$ cat src/rtl/image_loader.sv
// image_loader
//   Front-end writer for the MNIST inference engine. Accepts one frame of
//   pixels on a valid/ready stream, writes them into the image RAM, pulses
//   the network start, waits for the network's done pulse (with a cycle
//   timeout) and hands the predicted class back on a valid/ready result
//   interface.
//
// Ports
//   clk, rst        clock; asynchronous active-high reset
//   pix_data/valid/last, pix_ready   pixel stream input
//   mem_we/addr/wdata                image RAM write port (1-cycle latency)
//   net_start, net_done, net_prediction   network control
//   res_valid/ready, res_class, res_error  result output (class 16'hFFFF on error)
//   busy            high unless idle in LOAD with no pixels taken yet
module image_loader #(
    parameter int NUM_PIXELS     = 784,
    parameter int ADDR_W         = 10,
    parameter int DATA_W         = 16,
    parameter int TIMEOUT_CYCLES = 200000
) (
    input  logic              clk,
    input  logic              rst,
    input  logic [DATA_W-1:0] pix_data,
    input  logic              pix_valid,
    input  logic              pix_last,
    output logic              pix_ready,
    output logic              mem_we,
    output logic [ADDR_W-1:0] mem_addr,
    output logic [DATA_W-1:0] mem_wdata,
    output logic              net_start,
    input  logic              net_done,
    input  logic [15:0]       net_prediction,
    output logic              res_valid,
    input  logic              res_ready,
    output logic [15:0]       res_class,
    output logic              res_error,
    output logic              busy
);

    localparam int TO_W = $clog2(TIMEOUT_CYCLES + 1);
    localparam logic [ADDR_W-1:0] LAST_IDX = ADDR_W'(NUM_PIXELS - 1);
    localparam logic [TO_W-1:0]   TO_LAST  = TO_W'(TIMEOUT_CYCLES - 1);
    localparam logic [15:0]       ERR_CLASS = 16'hFFFF;

    typedef enum logic [2:0] {
        S_LOAD,
        S_DRAIN,
        S_START,
        S_WAIT,
        S_RESULT
    } state_t;

    state_t            state, state_nxt;
    logic [ADDR_W-1:0] count;
    logic [TO_W-1:0]   timeout;
    logic              accepting;
    logic              xfer;
    logic              at_last;
    logic              timed_out;

    assign accepting = (state == S_LOAD) || (state == S_DRAIN);
    assign pix_ready = accepting;
    assign xfer      = pix_valid & accepting;
    assign at_last   = (count == LAST_IDX);
    assign timed_out = (timeout == TO_LAST);
    assign busy      = !((state == S_LOAD) && (count == '0));

    // State register
    always_ff @(posedge clk or posedge rst) begin
        if (rst) begin
            state <= S_LOAD;
        end else begin
            state <= state_nxt;
        end
    end

    // Next-state and state-decoded outputs
    always_comb begin
        state_nxt = state;
        res_valid = 1'b0;
        case (state)
            S_LOAD: begin
                if (xfer) begin
                    if (at_last) begin
                        state_nxt = pix_last ? S_START : S_DRAIN;
                    end else if (pix_last) begin
                        state_nxt = S_RESULT;
                    end
                end
            end
            S_DRAIN: begin
                if (xfer && pix_last) begin
                    state_nxt = S_RESULT;
                end
            end
            S_START: begin
                state_nxt = S_WAIT;
            end
            S_WAIT: begin
                if (net_done || timed_out) begin
                    state_nxt = S_RESULT;
                end
            end
            S_RESULT: begin
                res_valid = 1'b1;
                if (res_ready) begin
                    state_nxt = S_LOAD;
                end
            end
            default: begin
                state_nxt = S_LOAD;
            end
        endcase
    end

    // Datapath: RAM write port, counters, start pulse, result registers
    always_ff @(posedge clk or posedge rst) begin
        if (rst) begin
            mem_we    <= 1'b0;
            mem_addr  <= '0;
            mem_wdata <= '0;
            net_start <= 1'b0;
            count     <= '0;
            timeout   <= '0;
            res_class <= '0;
            res_error <= 1'b0;
        end else begin
            mem_we <= (state == S_LOAD) && xfer;
            // Registered from START so the pulse lands one cycle after the
            // final RAM write, which is itself registered.
            net_start <= (state == S_START);

            case (state)
                S_LOAD: begin
                    if (xfer) begin
                        mem_addr  <= count;
                        mem_wdata <= pix_data;
                        count     <= count + ADDR_W'(1);
                        if (pix_last && !at_last) begin
                            res_error <= 1'b1;
                            res_class <= ERR_CLASS;
                        end
                    end
                end
                S_DRAIN: begin
                    if (xfer && pix_last) begin
                        res_error <= 1'b1;
                        res_class <= ERR_CLASS;
                    end
                end
                S_WAIT: begin
                    timeout <= timeout + TO_W'(1);
                    if (net_done) begin
                        res_class <= net_prediction;
                        res_error <= 1'b0;
                    end else if (timed_out) begin
                        res_class <= ERR_CLASS;
                        res_error <= 1'b1;
                    end
                end
                S_RESULT: begin
                    if (res_ready) begin
                        count   <= '0;
                        timeout <= '0;
                    end
                end
                default: begin
                end
            endcase
        end
    end

endmodule

$ cat config.mk
export PLATFORM = sky130hd
export DESIGN_NAME = image_loader
export DESIGN_NICKNAME = d
export VERILOG_FILES = /design/src/rtl/image_loader.sv
export SDC_FILE = /design/constraint.sdc
export NUM_CORES = 1
export LEC_CHECK = 0
export CORE_ASPECT_RATIO = 1.25
export CORE_MARGIN = 1
export CORE_UTILIZATION = 53
export CTS_CLUSTER_SIZE = 24
export DETAILED_ROUTE_END_ITERATION = 16
export PLACE_DENSITY = 0.85
export SYNTH_ARGS = -nofsm -noshare
export SYNTH_HDL_FRONTEND = slang
export SYNTH_SLANG_ARGS = --single-unit
$ cat constraint.sdc
create_clock -name clk -period 4.7 [get_ports clk]
set_clock_uncertainty 0.2 [all_clocks]
set_input_delay 1.175 -clock clk [delete_from_list [all_inputs] [get_ports clk]]
set_output_delay 1.175 -clock clk [all_outputs]
set_load 0.005 [all_outputs]
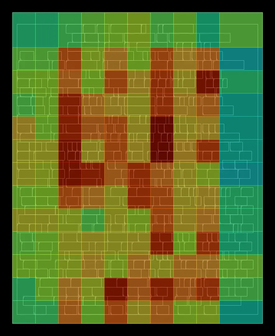
**Above:** routing congestion.
global-route track usage on met2: 43.3%
routed len/inst: 16.9 um
grt met1 use: 32.1%
share of the core filled with cells in the final layout: 73.9%
Total GRT Usage: 26.8%

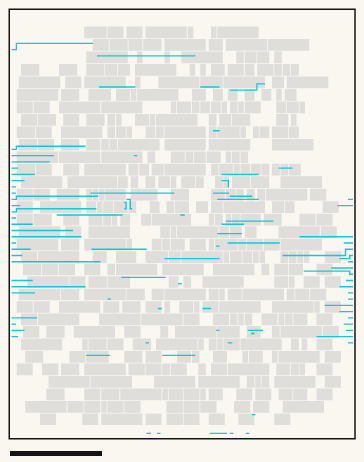
**Above:** the metal 3 layer.
Scale bar: 20 um.
share of all routed wire	5.7%
wire length on this layer	473 um
longest straight run	21.2 um
main direction	horizontal
nets with wire on the layer	69
Total Wirelength: 8.34 mm
via count of the routed design: 2900

==> out/qor.txt <==
Iteration tally of the first detailed-router pass = 4
Max-Slew Margin vs Limit = 29.3%
Area of the mapped netlist = 3530 um2
Share of total power consumed by net switching = 27.0%
Period minus WS final = 3490 ps
Post-synthesis area per instance = 10.9 um2
Latest clock arrival within the worst-skew pair = 350 ps
Top reg by flops = timeout
Slowest cell on the critical path = sky130_fd_sc_hd__nor4_1
Hold Path End = mem_wdata[11]
Number of buffers added to fix hold violations after cts = 0
Post-CTS setup buffer count = 0
Synthesized instance count = 323
Maximum buffer depth of the clock tree = 2
Leading cell type by number of instances after synthesis = sky130_fd_sc_hd__dfrtp_1
Result of the run = finished clean
Sequential fraction of total cell area = 40.9%
Cells along the critical path = nor4_1, and2_1, nand3_1, clkdlybuf4s50_1
Top cells by instance count after synthesis = sky130_fd_sc_hd__dfrtp_1 (76), sky130_fd_sc_hd__mux2_2 (28), sky130_fd_sc_hd__a21oi_1 (27)
Required time of the critical path = 3320 ps
Number of clock buffers in the layout = 13
Total Nets Final = 447
Core outline area = 6290 um2
End point of the critical path = busy
Grt peak-use layer = met2
H-tree Lvls = 3
Fmax = 287 MHz
Longest individual stage delay on the worst path = 520 ps
Vias in the first global route = 2970
Most common flop cell mapped by yosys = sky130_fd_sc_hd__dfrtp_1
Endpoint of the worst-slack reg-to-reg timing path = timeout[9]
Setup slack after placement = 1520 ps
Arrival time reported for the critical path endpoint = 2110 ps
Class of the tightest hold or removal check = reg -> reg
Non-clock buffering overhead in the final layout = 19.3%
Seq pwr = 0.000827 W
Multiplexer share of the synthesized area = 9.21%
Final clock-cell share = 3.96%
Depth of the critical timing path with buffers and inverters included = 4
Max-cap violations = 0
Instance area at placement = 4460 um2
Dominant combinational family = simple AND/OR/NAND/NOR gates
Areal power density over the cells = 387 nW/um2
Met3 capacity usage during global routing = 6.79%
Reg2reg start = state[1]
Area added between synthesis and finish = 31.4%
Total non-filler cell area in the finished layout = 4640 um2
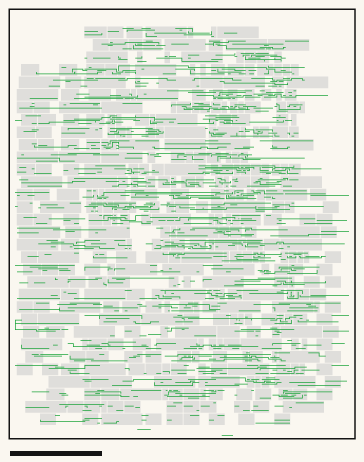
**Above:** met1 routing.
Scale bar: 20 um.
nets with wire on the layer	393
share of all routed wire	39%
main direction	horizontal
wire length on this layer	3280 um

Power figures rest on the tool's default switching activity, not on a simulated workload.
